Routing congestion:
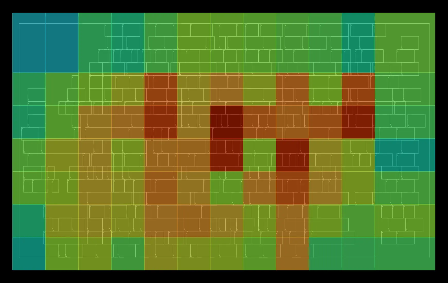
M1 wires:
Scale bar: 20 µm. Supply wires on this layer in gray. Cells faint in the background.
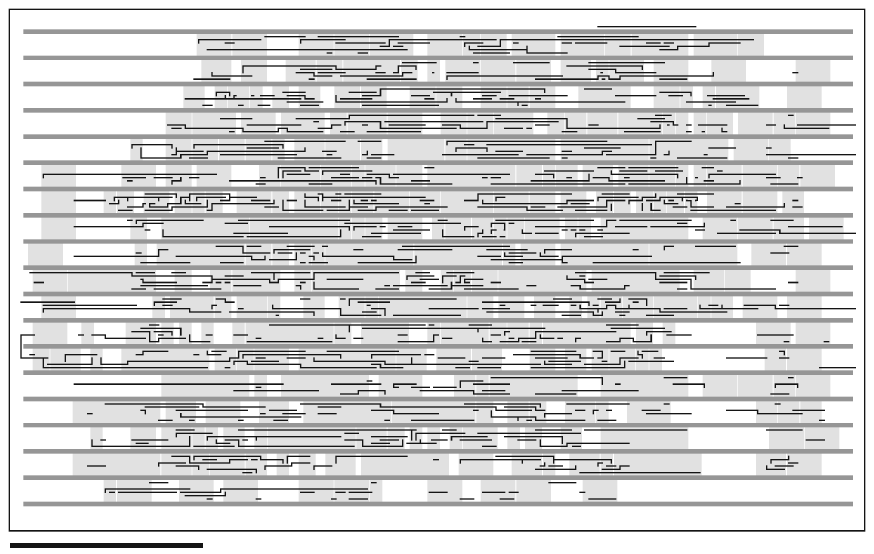
Signal wires by layer:
Two of the layers only.
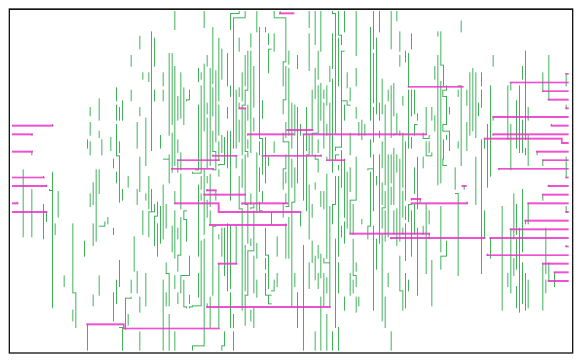
## src/rtl/fetch_sequencer.sv

```systemverilog
// Instruction fetch sequencer: walks an 8-bit PC through a combinational ROM
// until a halt opcode, with branches, stall hold and PC-wrap fault detection.
// Build option: define FETCH_ILLEGAL_TRAP_EN to fault on the ROM fill opcode.
module fetch_sequencer #(
    parameter logic [7:0] HALT_OP = 8'h88,
    parameter logic [7:0] FILL_OP = 8'hFF
) (
    input  logic        clk_i,
    input  logic        rst_ni,
    input  logic        start_i,
    input  logic [7:0]  start_addr_i,
    input  logic        stall_i,
    input  logic [7:0]  inst_i,
    input  logic        branch_taken_i,
    input  logic        branch_dir_i,
    input  logic [7:0]  branch_off_i,
    output logic [7:0]  rom_addr_o,
    output logic [7:0]  inst_o,
    output logic        inst_valid_o,
    output logic        busy_o,
    output logic        done_o,
    output logic        err_o,
    output logic [15:0] count_o
);

    // state   | meaning
    // IDLE    | waiting for start; PC and count hold the last program's values
    // RUN     | fetching and retiring instructions
    // DONE    | one-cycle completion pulse after a halt
    // FAULT   | sequential PC wrap or trapped fill opcode; waits for start
    localparam logic [1:0] S_IDLE  = 2'd0;
    localparam logic [1:0] S_RUN   = 2'd1;
    localparam logic [1:0] S_DONE  = 2'd2;
    localparam logic [1:0] S_FAULT = 2'd3;

`ifdef FETCH_ILLEGAL_TRAP_EN
    localparam logic TRAP_EN = 1'b1;
`else
    localparam logic TRAP_EN = 1'b0;
`endif

    logic [1:0]  state;
    logic [7:0]  pc;
    logic [15:0] count;
    logic        err;

    logic        exec;
    logic        is_halt;
    logic        is_trap;
    logic        wrap_fault;
    logic [7:0]  pc_next;
    logic [15:0] count_inc;

    always_comb begin
        exec       = (state == S_RUN) && !stall_i;
        is_halt    = (inst_i == HALT_OP);
        // Halt wins if the two opcodes are ever configured identical
        is_trap    = TRAP_EN && (inst_i == FILL_OP) && !is_halt;
        wrap_fault = !branch_taken_i && (pc == 8'hFF);
        count_inc  = (count == 16'hFFFF) ? count : count + 16'd1;
        pc_next    = pc + 8'd1;
        if (branch_taken_i) begin
            if (branch_dir_i) begin
                pc_next = pc - branch_off_i;
            end else begin
                pc_next = pc + branch_off_i;
            end
        end
    end

    always_ff @(posedge clk_i or negedge rst_ni) begin
        if (!rst_ni) begin
            state <= S_IDLE;
            pc    <= 8'h00;
            count <= 16'h0000;
            err   <= 1'b0;
        end else begin
            case (state)
                S_IDLE, S_FAULT: begin
                    if (start_i) begin
                        pc    <= start_addr_i;
                        count <= 16'h0000;
                        err   <= 1'b0;
                        state <= S_RUN;
                    end
                end
                S_RUN: begin
                    if (exec) begin
                        if (is_halt) begin
                            count <= count_inc;
                            state <= S_DONE;
                        end else if (is_trap) begin
                            err   <= 1'b1;
                            state <= S_FAULT;
                        end else begin
                            count <= count_inc;
                            pc    <= pc_next;
                            if (wrap_fault) begin
                                err   <= 1'b1;
                                state <= S_FAULT;
                            end
                        end
                    end
                end
                S_DONE: begin
                    state <= S_IDLE;
                end
                default: begin
                    state <= S_IDLE;
                end
            endcase
        end
    end

    assign rom_addr_o   = pc;
    assign inst_o       = (state == S_RUN) ? inst_i : 8'h00;
    assign inst_valid_o = exec && !is_trap;
    assign busy_o       = (state == S_RUN);
    assign done_o       = (state == S_DONE);
    assign err_o        = err;
    assign count_o      = count;

endmodule

```

## config.mk

```make
export PLATFORM = sky130hd
export DESIGN_NAME = fetch_sequencer
export DESIGN_NICKNAME = d
export VERILOG_FILES = /design/src/rtl/fetch_sequencer.sv
export SDC_FILE = /design/constraint.sdc
export NUM_CORES = 1
export LEC_CHECK = 0
export CAP_MARGIN = 20
export CORE_ASPECT_RATIO = 0.6
export CORE_MARGIN = 1
export CORE_UTILIZATION = 45
export CTS_CLUSTER_SIZE = 28
export DETAILED_ROUTE_END_ITERATION = 10
export PLACE_DENSITY = 0.83
export SYNTH_ARGS = -nofsm -noshare
export SYNTH_HDL_FRONTEND = slang
export SYNTH_SLANG_ARGS = --single-unit
export TNS_END_PERCENT = 20
```

## constraint.sdc

```tcl
create_clock -name clk_i -period 2.7 [get_ports clk_i]
set_clock_uncertainty 0.05 [all_clocks]
set_input_delay 0.405 -clock clk_i [delete_from_list [all_inputs] [get_ports clk_i]]
set_output_delay 0.405 -clock clk_i [all_outputs]
set_load 0.005 [all_outputs]
```

==> run_results.csv <==
group,metric,value,unit
routing,vias_per_cell,5.46,
clocking,cts_sinks,27,
synthesis,synthDistinctLibCells,40,
die,die_height,53.9,µm
synthesis,ys_ff,27,
sta,hold_viol,0,
grt,grt_max_degree,28,
worst_setup_path,ff2ff_path_depth,9,
layout,antenna_cells,0,
sta,max_slew.worst_pin.slew,0.520,ns
status,status,"finished, final reports clean",
layout,drive_above_1_share,0.151,
sta,fin_tns_setup,0,ns
worst_setup_path,worstSetupPathDepth,12,
grt,antenna_found_initial,0,
synthesis,ys_seq_share,0.334,
worst_setup_path,cpPeakStageDelay,0.38,ns
sta,maxSlewHeadroom,0.652,
worst_setup_path,crit_fanout,2,
placed_design,gp_congestion,0.829,
sta,fin_ws,0.101,ns
worst_setup_path,path_buffers,2,
sta,rsz0062_at_grt,"false",
clocking,numCtsBuffers,3,
worst_setup_path,worstPathArrival,2.70,ns
synthesis,syn-instance-count,238,
synthesis,ys_top_cells_by_count,"dfrtp_1, nor2_1, nand2_1",
worst_hold_path,hold_class,"in -> async",
worst_setup_path,slowest_stage,"or3_4",
sta,slew_violations,0,
die,core_area,0.00421,mm²
clocking,clk_pin_slew_worst_paths,0.09,ns
synthesis,ys_cells,238,
placed_design,placed_area,0.00290,mm²
clocking,cts_tree,"built",
power,p_per_area,787,mW/mm²
layout,final_nets,368,
-- 'routing congestion' (at the start) --
met3 usage: 0.0399
busiest layer in global routing: met2
met2 usage: 0.363
met1 usage: 0.354
Wirelength per Cell: 14.7 µm

-- 'M1 wires' (at the start) --
- longest straight run: 26.2 µm
- share of all routed wire: 49%
- main direction: horizontal
detailed-route wire length: 5650 µm
Via Count: 2,102

-- 'signal wires by layer' (at the start) --
- magenta: met3 (wire length 367 µm)
- green: met2 (wire length 2,490 µm)
global router's overall resource usage: 0.236

-- cells in the final DEF (no fill, tap or decap), types with 7 or more instances in the layout --
cell type	n
nand2_1	23
nand3_1	10
ha_1	7
xor2_1	9
buf_4	25
xnor2_1	9
a21oi_1	10
nor2_1	26
clkdlybuf4s50_1	61
and2_1	11
inv_1	13
mux2i_1	9
o21ai_0	10
dfrtp_1	27
-- sequential cells by signal (all words and copies together) (netlist names) --
| signal | count |
|---|---|
| count_o | 16 |
| err_o | 1 |
| rom_addr_o | 8 |
| state | 2 |
-- cell type report --
type / count / area, µm²
flip-flops and latches: 27 / 676
inverters: 13 / 48.8
multi-input cells: 191 / 1380
well taps: 60 / 75.1
repair buffers: 90 / 845
clock buffers: 4 / 45.0
fillers: 294 / 1140
-- layer usage --
metal	wire, µm	up-vias	track usage
met4	46	0	0.0376
li1	-	1010	-
met3	366	6	0.0399
met2	2490	76	0.363
met1	2750	1010	0.354
met5	0	-	0
-- report_power, final --
part | switching [mW] | leakage, nW | internal, mW
Sequential | 0.157 | 0.349 | 0.518
Combinational | 0.704 | 1.02 | 0.811
Clock | 0.119 | 0.0228 | 0.106
-- kinds of logic after synthesis --
| logic type | share of synthesized area |
|---|---|
| compound gates | 0.139 |
| xor+xnor | 0.0780 |
| fa+ha+maj | 0.0780 |
| buf+inv | 0.0415 |
| flops | 0.334 |
| mux | 0.0446 |
| simple gates | 0.285 |
-- timing repair --
action                                  CTS  global route
buffers inserted                          0             0
endpoints found under the setup margin    3             3
gates resized                            15             9
pin swaps                                 2             4
-- stage by stage --
| step | util | hold slack (ns) |
|---|---|---|
| floorplan | - | 0.0594 |
| global placement | 0.689 | 0.457 |
| detailed placement | 0.689 | 0.449 |
| CTS | 0.718 | 0.471 |
| global route | 0.728 | 0.488 |
| finish | 0.728 | 0.461 |
Power figures rest on the tool's default switching activity, not on a simulated workload.
